[src/rtl/memory_access_unit_if.sv]
// Data-memory bus between the memory access unit (master) and the data memory (slave).
// One dword-wide request channel with byte strobes and a single ready completion.
interface memory_access_unit_if #(
  parameter int SIZE = 64
);
  logic            mem_req;
  logic            mem_we;
  logic [SIZE-1:0] mem_addr;
  logic [SIZE-1:0] mem_wdata;
  logic [7:0]      mem_wstrb;
  logic [SIZE-1:0] mem_rdata;
  logic            mem_ready;

  modport master (
    output mem_req, mem_we, mem_addr, mem_wdata, mem_wstrb,
    input  mem_rdata, mem_ready
  );

  modport slave (
    input  mem_req, mem_we, mem_addr, mem_wdata, mem_wstrb,
    output mem_rdata, mem_ready
  );
endinterface

[src/rtl/memory_access_unit.sv]
// Memory stage: runs one load/store per accepted start with byte-lane steering,
// sign/zero extension, misalignment and timeout faults, and stalls the core while busy.
module memory_access_unit #(
  parameter int SIZE    = 64,
  parameter int TIMEOUT = 255
) (
  input  logic                 clk,
  input  logic                 reset,
  input  logic                 start,
  input  logic                 mem_read,
  input  logic                 mem_write,
  input  logic [1:0]           size,
  input  logic                 sign_ext,
  input  logic [SIZE-1:0]      address,
  input  logic [SIZE-1:0]      write_data,
  output logic [SIZE-1:0]      read_data,
  output logic                 stall,
  output logic                 done,
  output logic                 fault,
  memory_access_unit_if.master mem
);

  typedef enum logic [1:0] {
    IDLE   = 2'd0,
    ACCESS = 2'd1,
    RESP   = 2'd2
  } state_t;

  // Last ACCESS cycle index before the bus is declared dead.
  localparam logic [15:0] TO_LAST = 16'(TIMEOUT - 1);
  localparam bit          TO_EN   = (TIMEOUT != 0);

  state_t          state_r;
  logic [15:0]     cnt_r;
  logic [2:0]      off_r;
  logic [1:0]      size_r;
  logic            sign_r;
  logic            req_r;
  logic            we_r;
  logic [SIZE-1:0] addr_r;
  logic [SIZE-1:0] wdata_r;
  logic [7:0]      wstrb_r;
  logic [SIZE-1:0] rdata_r;
  logic            done_r;
  logic            fault_r;

  logic [2:0]      off_s;
  logic            accept_s;
  logic            aligned_s;
  logic [7:0]      lane_s;
  logic [7:0]      wstrb_s;
  logic [SIZE-1:0] wdata_s;
  logic [SIZE-1:0] shifted_s;
  logic [SIZE-1:0] load_s;
  logic            stall_s;

  // Request decode: alignment check and store lane steering from the incoming address.
  always_comb begin
    off_s    = address[2:0];
    accept_s = start && (mem_read ^ mem_write);
    case (size)
      2'd0:    begin aligned_s = 1'b1;                lane_s = 8'h01 << off_s; end
      2'd1:    begin aligned_s = (off_s[0] == 1'b0);    lane_s = 8'h03 << off_s; end
      2'd2:    begin aligned_s = (off_s[1:0] == 2'b00); lane_s = 8'h0F << off_s; end
      2'd3:    begin aligned_s = (off_s == 3'b000);     lane_s = 8'hFF;          end
      default: begin aligned_s = 1'b0;                lane_s = 8'h00;          end
    endcase
    if (mem_write) begin
      wstrb_s = lane_s;
    end else begin
      wstrb_s = 8'h00;
    end
    wdata_s = write_data << {off_s, 3'b000};
  end

  // Load extraction: move the addressed lane down to bit 0, then truncate and extend.
  always_comb begin
    shifted_s = mem.mem_rdata >> {off_r, 3'b000};
    case (size_r)
      2'd0:    load_s = {{56{sign_r & shifted_s[7]}},  shifted_s[7:0]};
      2'd1:    load_s = {{48{sign_r & shifted_s[15]}}, shifted_s[15:0]};
      2'd2:    load_s = {{32{sign_r & shifted_s[31]}}, shifted_s[31:0]};
      2'd3:    load_s = shifted_s;
      default: load_s = shifted_s;
    endcase
  end

  // Stall is combinational so the core freezes in the very cycle a request is accepted.
  always_comb begin
    if (state_r == ACCESS) begin
      stall_s = 1'b1;
    end else if (state_r == IDLE) begin
      stall_s = accept_s;
    end else begin
      stall_s = 1'b0;
    end
  end

  // Access sequencer with registered bus and response outputs.
  always_ff @(posedge clk) begin
    if (!reset) begin
      state_r <= IDLE;
      cnt_r   <= 16'd0;
      off_r   <= 3'd0;
      size_r  <= 2'd0;
      sign_r  <= 1'b0;
      req_r   <= 1'b0;
      we_r    <= 1'b0;
      addr_r  <= '0;
      wdata_r <= '0;
      wstrb_r <= 8'h00;
      rdata_r <= '0;
      done_r  <= 1'b0;
      fault_r <= 1'b0;
    end else begin
      case (state_r)
        IDLE: begin
          done_r  <= 1'b0;
          fault_r <= 1'b0;
          if (accept_s && aligned_s) begin
            off_r   <= off_s;
            size_r  <= size;
            sign_r  <= sign_ext;
            we_r    <= mem_write;
            addr_r  <= {address[SIZE-1:3], 3'b000};
            wdata_r <= wdata_s;
            wstrb_r <= wstrb_s;
            req_r   <= 1'b1;
            cnt_r   <= 16'd0;
            state_r <= ACCESS;
          end else if (accept_s) begin
            // Misaligned: fault immediately without touching the bus.
            done_r  <= 1'b1;
            fault_r <= 1'b1;
            state_r <= RESP;
          end
        end
        ACCESS: begin
          cnt_r <= cnt_r + 16'd1;
          if (mem.mem_ready) begin
            if (!we_r) begin
              rdata_r <= load_s;
            end
            req_r   <= 1'b0;
            done_r  <= 1'b1;
            state_r <= RESP;
          end else if (TO_EN && (cnt_r == TO_LAST)) begin
            req_r   <= 1'b0;
            done_r  <= 1'b1;
            fault_r <= 1'b1;
            state_r <= RESP;
          end
        end
        RESP: begin
          done_r  <= 1'b0;
          fault_r <= 1'b0;
          state_r <= IDLE;
        end
        default: begin
          req_r   <= 1'b0;
          done_r  <= 1'b0;
          fault_r <= 1'b0;
          state_r <= IDLE;
        end
      endcase
    end
  end

  assign mem.mem_req   = req_r;
  assign mem.mem_we    = we_r;
  assign mem.mem_addr  = addr_r;
  assign mem.mem_wdata = wdata_r;
  assign mem.mem_wstrb = wstrb_r;
  assign read_data     = rdata_r;
  assign done          = done_r;
  assign fault         = fault_r;
  assign stall         = stall_s;

endmodule

[src/flat_wrapper.sv]
// flat-port wrapper written by rule: the top's interface ports become plain ports
module memory_access_unit_flat 
#(
  parameter int SIZE    = 64,
  parameter int TIMEOUT = 255
)
  (clk, reset, start, mem_read, mem_write, size, sign_ext, address, write_data, read_data, stall, done, fault, mem_mem_req, mem_mem_we, mem_mem_addr, mem_mem_wdata, mem_mem_wstrb, mem_mem_rdata, mem_mem_ready);
  memory_access_unit_if #(.SIZE(SIZE)) mem_i ();
  input  logic clk;
  input  logic reset;
  input  logic start;
  input  logic mem_read;
  input  logic mem_write;
  input  logic [1:0] size;
  input  logic sign_ext;
  input  logic [SIZE-1:0] address;
  input  logic [SIZE-1:0] write_data;
  output logic [SIZE-1:0] read_data;
  output logic stall;
  output logic done;
  output logic fault;
  output wire logic [$bits(mem_i.mem_req)-1:0] mem_mem_req;
  output wire logic [$bits(mem_i.mem_we)-1:0] mem_mem_we;
  output wire logic [$bits(mem_i.mem_addr)-1:0] mem_mem_addr;
  output wire logic [$bits(mem_i.mem_wdata)-1:0] mem_mem_wdata;
  output wire logic [$bits(mem_i.mem_wstrb)-1:0] mem_mem_wstrb;
  input wire logic [$bits(mem_i.mem_rdata)-1:0] mem_mem_rdata;
  input wire logic [$bits(mem_i.mem_ready)-1:0] mem_mem_ready;
  assign mem_mem_req = mem_i.mem_req;
  assign mem_mem_we = mem_i.mem_we;
  assign mem_mem_addr = mem_i.mem_addr;
  assign mem_mem_wdata = mem_i.mem_wdata;
  assign mem_mem_wstrb = mem_i.mem_wstrb;
  assign mem_i.mem_rdata = mem_mem_rdata;
  assign mem_i.mem_ready = mem_mem_ready;
  memory_access_unit #(.SIZE(SIZE), .TIMEOUT(TIMEOUT)) u_core (.clk(clk), .reset(reset), .start(start), .mem_read(mem_read), .mem_write(mem_write), .size(size), .sign_ext(sign_ext), .address(address), .write_data(write_data), .read_data(read_data), .stall(stall), .done(done), .fault(fault), .mem(mem_i));
endmodule
[config.mk]
export PLATFORM = sky130hd
export DESIGN_NAME = memory_access_unit_flat
export DESIGN_NICKNAME = d
export VERILOG_FILES = /design/src/rtl/memory_access_unit_if.sv /design/src/rtl/memory_access_unit.sv /design/src/flat_wrapper.sv
export SDC_FILE = /design/constraint.sdc
export NUM_CORES = 1
export LEC_CHECK = 0
export CELL_PAD_IN_SITES_DETAIL_PLACEMENT = 0
export CELL_PAD_IN_SITES_GLOBAL_PLACEMENT = 1
export CORE_MARGIN = 4
export CORE_UTILIZATION = 33
export DETAILED_ROUTE_END_ITERATION = 16
export GPL_TIMING_DRIVEN = 0
export HOLD_SLACK_MARGIN = 0.12
export PLACE_DENSITY = 0.84
export SLEW_MARGIN = 10
export SYNTH_ARGS = -nofsm -noshare
export SYNTH_HDL_FRONTEND = slang
export SYNTH_SLANG_ARGS = --single-unit
[constraint.sdc]
create_clock -name clk -period 2.8 [get_ports clk]
set_clock_uncertainty 0.05 [all_clocks]
set_input_delay 0.28 -clock clk [delete_from_list [all_inputs] [get_ports clk]]
set_output_delay 0.28 -clock clk [all_outputs]
set_load 0.005 [all_outputs]
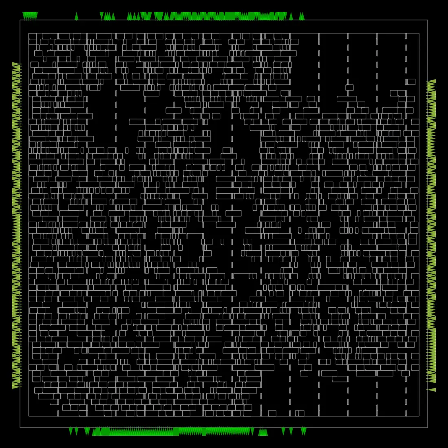
*Cell placement, run 1*
final std cells w/o fill: 2228
Well Taps: 448
final core utilization: 49.9%

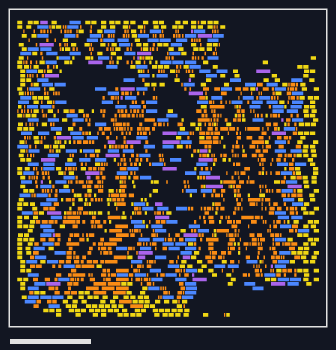
*Cells coloured by class, run 1*
Scale bar: 50 um.
Key: remaining logic cells = orange [cells 985, share of their area 39%]; remaining buffers and delay cells = yellow [cells 523, share of their area 28%]; clock drivers and dummy loads = purple [cells 45, share of their area 5.2%]; registers = blue [cells 225, share of their area 28%]
sequential cell area share: 26.6%
area of all placed cells without fillers: 0.0169 sq mm

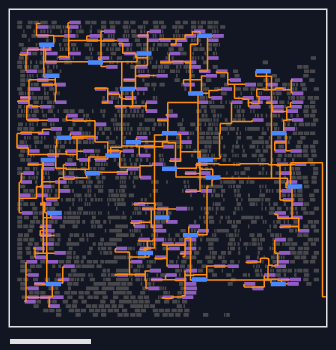
*Clock wires, drivers and flops, run 1*
Scale bar: 50 um.
Key: clock-net drivers = blue [count 26]; flip-flops = purple [count 225]; clock wires = orange [length 3170 um]
There are 27 routed clock nets. Position of the flops: all over the die.
Skew-Pair Late Insertion Delay: 0.55 ns
clock share of power: 41.0%
power dissipated in the clock network: 3.35 mW

==> datasheet_impl.txt, run 1 <==
Characteristics after synthesis and place and route

Parameter                              Value

Synth
  Cell area after technology mapping    about 0.011 sq mm
  Total of warnings raised by yosys    0
  Post-synth area from yosys stat    roughly 0.011 sq mm
  Top non-seq family    AND-OR/OR-AND gates
  Yosys simple share    around 17%
  Ao+oa area frac    22.1%
  Primary flip-flop cell chosen by synthesis mapping    dfxtp_1
  Post-synth regs    225
  Ys cells    1329
  Top cells, area    dfxtp_1 39%, nand2_1 9.0%, mux2i_1 6.7%, mux4_2 6.3%, a21oi_1 5.1%
  Leading area contributor after synthesis    dfxtp_1
  Yosys adder share    0.657%

Clocking
  Clk Tree Root Cell    clkbuf_16
  Number of buffers on the longest clock path    3
  H-tree depth    1

Worst hold path
  Critical hold path startpoint    address[61]

Pwr
  Final Power    ~8.2 mW

Routing
  Iter 0 DRT Violations    928
  Routed wire length    a little under 50 mm
  Wire per inst    between 20 and 25 um
  Antenna Nets Post-Route    0

Outcome
  Outcome    complete, no violations

Critical path
  Length in cells of the worst reg-to-reg path    9
  Internal reg-to-reg setup slack    about 0.15 ns
  Required time worst endpoint    about 3.2 ns
  Crit Path Max Fanout    10

Finish
  Most frequent cells in the layout    398 x clkdlybuf4s50_1, 275 x nand2_1, 225 x dfxtp_1
  Share of post-route cells with drive strength above 1    between 10% and 20%

Floorplanning
  Die Width    194 um
  Number of standard-cell rows in the floorplan    67
  Area of the core    0.0339 sq mm
  Vertical extent of the die    between 150 and 200 um

Global routing
  First-pass GRT wire length    approximately 74 mm

Job
  Tool warnings    30

Final timing
  Post-layout period usage of the worst path    a little over nine tenths
  Number of hold-slack violations in the final timing report    0
  Slew margin rel.    34.8%
  Minimum clock period after layout    2.65 ns
  Least setup slack across all paths after layout    approximately 0.15 ns
## run 1: synth_stat cells (11+ instances only)
master and count:
a211oi_1 24, a21oi_1 117, a21oi_2 30, a221o_1 17, a22o_1 24, a311oi_1 23, buf_1 12, buf_2 15
clkbuf_1 86, dfxtp_1 225, inv_1 11, mux2_2 24, mux2i_1 76, mux4_2 32, nand2_1 275, nand3_1 25
nor2_1 66, nor2b_1 25, nor3_1 15, o211ai_1 12, o21ai_0 86
## run 1: where the power goes
| part | switching [mW] | total [mW] | internal, mW |
|---|---|---|---|
| registers | 0.0645 | 3.37 | 3.30 |
| clock network | 1.38 | 3.35 | 1.96 |
| logic | 0.725 | 1.44 | 0.718 |
| total | 2.17 | 8.16 | 5.98 |
## run 1: what timing repair did
action | in CTS | in global routing
pin swaps | 0 | 1
resized | 3 | 24
setup endpoints to repair | 85 | 99
hold buffers | 2 | 0
buffers inserted | 0 | 3
endpoints found under the hold margin | 6 | 0
## run 1: metal layers
layer	GRT usage (%)	wire length, um	vias to the layer above
met2	40.1	22700	596
met5	0	13	-
met3	5.82	4190	88
li1	-	-	5618
met4	7.68	1520	2
met1	32.4	20800	5662
## run 1: how the worst max path moves through the flow
stage               startpoint                       end  slack, ns  cells past startpoint
2_1_floorplan  u_core.off_r[1]      u_core.read_data[32]       0.55                      8
3_3_place_gp           size[1]           u_core.off_r[0]      -0.68                     10
3_5_place_dp           size[0]          u_core.size_r[0]      -0.67                     10
4_1_cts              mem_write  u_core.mem.mem_wdata[10]       0.04                      8
5_1_grt        u_core.off_r[2]      u_core.read_data[37]      0.006                      8
6_report       u_core.off_r[1]      u_core.read_data[17]       0.15                      9
## run 1: sequential cells by signal, indices dropped and copies added, names as in the netlist
signal / flops
u_core.mem.mem_wstrb: 8
u_core.state_r: 2
u_core.read_data: 64
u_core.mem.mem_addr: 61
u_core.cnt_r: 16
u_core.mem.mem_we: 1
u_core.mem.mem_req: 1
u_core.done: 1
u_core.sign_r: 1
u_core.fault: 1
u_core.off_r: 3
u_core.size_r: 2
u_core.mem.mem_wdata: 64
## run 1: stage by stage
step                      hold WS, ns  TNS [ns]
after floorplan                 0.364         0
after global placement          0.391    -79.74
after detailed placement        0.398    -77.41
after CTS                       0.194         0
after global routing            0.214         0
final                           0.226         0
## run 1: critical path, stage by stage, from the launching register on
cell and delay (ns):
dfxtp_1 0.32, buf_6 0.12, buf_2 0.28, buf_2 0.36, clkbuf_4 0.32, mux2i_1 0.35
a2bb2oi_1 0.19, o21ai_0 0.18, a211oi_1 0.29, nor2_1 0.07
## run 1: area by class of cell
cell class	instances	area share (%)
antenna	2	0.0296
inverter	13	0.289
clock buffer	39	4.49
buffer	120	3.17
tap	448	3.31
multi-input combinational	972	37.8
clock inverter	6	0.488
sequential	225	26.6
timing repair buffer	403	23.8
## run 1: cell families after synthesis
| family | after synthesis |
|---|---|
| compound gates | 377 |
| mux | 136 |
| other cells | 1 |
| simple gates | 449 |
| buf+inv | 134 |
| flops | 225 |
| xor+xnor | 1 |
| fa+ha+maj | 6 |
--- run 2 (diff from run 1) ---
SLEW_MARGIN = 20   (was 10)
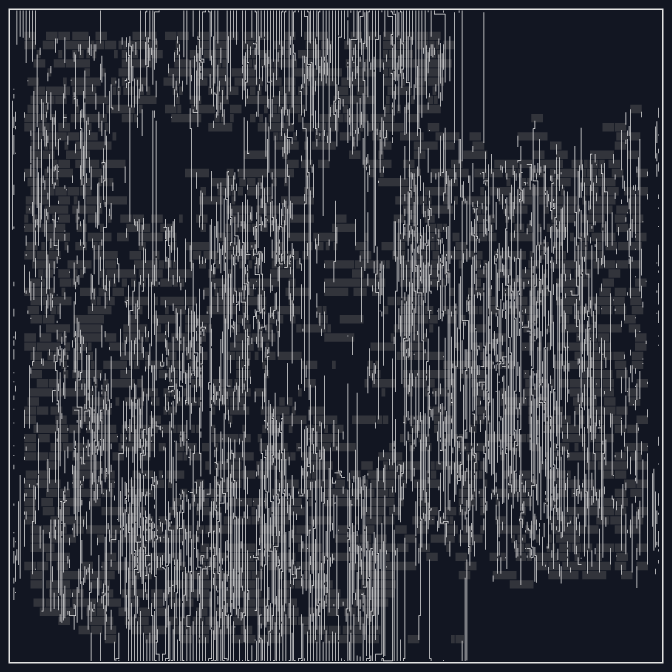
*Met2 routing, run 2*
Cells faint in the background.
1654 nets have wire on it. The layer carries 22.7 mm of wire.
Vias: 12000
met2 track demand over resource: 40.1%
routed wire length: 49.2 mm

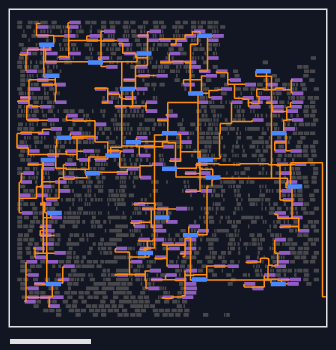
*Clock wires, drivers and flops, run 2*
Scale bar: 50 um.
Key: flip-flops = purple [count 225]; clock-net drivers = blue [count 26]; clock wires = orange [length 3170 um]
There are 27 routed clock nets. Position of the flops: all over the die.

==> run 2 against run 1 <==
Sequential share of layout area unchanged. Via count did not move. Final cell count is the same. Worst setup slack is the same. Clock power hardly changed. Area after synthesis did not move. Critical path depth is the same. Critical endpoint unchanged.
==> datasheet_impl.txt, run 2 <==
Characteristics after synthesis and place and route

Parameter                              Value

Critical path
  CP Launch Type    register
  Classification of the worst setup path    reg2reg
  Crit end category    register
  CP Data Arrival Time    3.04 ns
  Crit Path Max Fanout    10
  Required time worst endpoint    about 3.2 ns

Final timing
  Number of max-slew violations in the final report    0
  Post-layout period usage of the worst path    94.7%
  Hold Slack    0.226 ns
  Least-Margin Pin Slew    0.970 ns
  Number of setup violations in the final report    0
  Highest clock frequency the design can meet    roughly 0.38 GHz
  Number of hold-slack violations in the final timing report    0
  Minimum clock period after layout    roughly 2.7 ns
  Unrepaired setup endpoints after global routing    no
  Slew margin rel.    between 30% and 40%

Global routing
  First-pass GRT wire length    roughly 74 mm
  GR Util All Layers    around 25%
  Initial antenna violation count    3
  Aggregate global routing overflow    0
  Number of global-route vias before repair    12100
  Largest net degree at the start of global routing    15

Synth
  Asr flop ratio synth    0%
  Most instantiated library cell after synthesis    nand2_1
  Post-synth area from yosys stat    around 0.011 sq mm
  Total of warnings raised by yosys    0
  Cell area after technology mapping    around 0.011 sq mm
  Sequential element share of the synthesized area    ~39%
  Area share, top type    39.4%
  Most numerous cell types in the synthesized netlist    275 x nand2_1, 225 x dfxtp_1, 117 x a21oi_1
  Top cells, area    dfxtp_1 39%, nand2_1 9.0%, mux2i_1 6.7%, mux4_2 6.3%, a21oi_1 5.1%
  Post-synth regs    approximately 230
  Leading area contributor after synthesis    dfxtp_1
  Ys cells    about 1300
  Netlist cell types    a little under 60
  Synthesized area per cell    roughly 8.6 sq um
  Primary flip-flop cell chosen by synthesis mapping    dfxtp_1
  Mapped Cells    ~1300
  Flip-flops with a built-in enable    0

Finish
  Final core utilization    between 40% and 50%
  Comb area    ~0.0064 sq mm
  Register area    approximately 0.0045 sq mm
  Share of post-route cells with drive strength above 1    between 10% and 20%
  Synthesis-to-finish area growth    48.1%
  Number of nets in the layout    about 2000
  Layout filler cell count    about 3300
  Most frequent cells in the layout    398 x clkdlybuf4s50_1, 275 x nand2_1, 225 x dfxtp_1
  Highest-count logic cell in the final layout    clkdlybuf4s50_1
  Final std cells w/o fill    2228

Clocking
  Clock Sink Count    225
  Clk Tree Root Cell    clkbuf_16
  TritonCTS clock tree    yes
  Clock slew at the register clock pins of the worst setup and hold paths    approximately 0.06 ns
  Skew-Pair Late Insertion Delay    between 0.5 and 0.6 ns
  H-tree depth    1
  Number of buffers on the longest clock path    3
  Number of buffers inserted during clock tree synthesis    26

Routing
  Antenna Nets Post-Route    0
  Drt drc    0
  Via-per-instance ratio    about 5.4
  Iter 0 DRT Violations    between 900 and 1000
  Wire per inst    22.1 um
  First drt pass iteration count    5

Job
  Count of maximum capacitance violations    0
  Tool warnings    30

Pwr
  Max VDD drop    ~440 uV
  Pleak    about 5.8 nW
  Final Power    between 8 and 9 mW
  Power per unit of standard cell area    482 mW/mm^2

Placed design
  Placed instance count    about 2200
  RePlAce Congestion    a little under 1
  # port buffers    between 300 and 400
  Total half-perimeter wirelength after legalization and detailed placement    38.6 mm

Outcome
  Outcome    complete, no violations

Floorplanning
  Area of the core    0.0339 sq mm
  IO Count    between 400 and 500
  Vertical extent of the die    194 um
  Die Width    between 150 and 200 um
  Number of standard-cell rows in the floorplan    roughly 67
  Effective utilization at floorplan    between 30% and 40%
  Die outline area    roughly 0.038 sq mm

Worst hold path
  Path class of the lowest-slack min-delay path    in2reg
==> run 2: final timing paths <==
path | from | end | slack, ns | depth (start not counted)
max | u_core.off_r[1] | u_core.read_data[17] | 0.15 | 9
min | address[61] | u_core.mem.mem_addr[61] | 0.23 | 3
max reg2reg | u_core.off_r[1] | u_core.read_data[17] | 0.15 | 9
min reg2reg | u_core.mem.mem_wstrb[2] | u_core.mem.mem_wstrb[2] | 0.40 | 2
==> run 2: layer usage <==
metal / GRT usage (%) / wire [um]
met5: 0 / 13
met4: 7.68 / 1520
met3: 5.82 / 4190
met2: 40.1 / 22700
met1: 32.4 / 20800
==> run 2: what timing repair did <==
item                                   CTS  global route
gates resized                            3            24
buffers inserted                         0             3
pin swaps                                0             1
hold buffers                             2             0
endpoints found under the hold margin    6             0
setup endpoints to repair               85            99
==> run 2: kinds of logic after synthesis <==
family / after synthesis / share of synthesized area, %
adder cells (fa/ha/maj): 6 / 0.657
buffers and inverters: 134 / 5.00
other: 1 / 0.0328
AND/OR/NAND/NOR: 449 / 17.0
AND-OR/OR-AND: 377 / 22.1
flip-flops: 225 / 39.4
multiplexers: 136 / 15.8
XOR/XNOR: 1 / 0.0767
==> run 2: metrics by stage <==
stage / setup TNS (ns) / instance area, sq um / setup WS (ns)
2_1_floorplan: 0 / 11400 / 0.549
3_3_place_gp: -79.74 / 16000 / -0.684
3_5_place_dp: -77.41 / 16000 / -0.669
4_1_cts: 0 / 16800 / 0.0441
5_1_grt: 0 / 16900 / 0.00629
6_report: 0 / 16900 / 0.148
==> run 2: critical path: stages (launching register included) <==
cell and delay, ns:
dfxtp_1 0.32, buf_6 0.12, buf_2 0.28, buf_2 0.36
clkbuf_4 0.32, mux2i_1 0.35, a2bb2oi_1 0.19, o21ai_0 0.18
a211oi_1 0.29, nor2_1 0.07
==> run 2: final cells by class <==
type | instances | share of cell area (%)
diodes | 2 | 0.0296
plain buffers | 120 | 3.17
clock buffers | 39 | 4.49
clock inverters | 6 | 0.488
inverters | 13 | 0.289
multi-input cells | 972 | 37.8
flip-flops and latches | 225 | 26.6
well taps | 448 | 3.31
repair buffers | 403 | 23.8
==> run 2: where the power goes <==
part / switching (mW) / total [mW] / internal [mW]
logic: 0.725 / 1.44 / 0.718
clock network: 1.38 / 3.35 / 1.96
registers: 0.0645 / 3.37 / 3.30
Power is estimated from default activity; no workload was simulated.
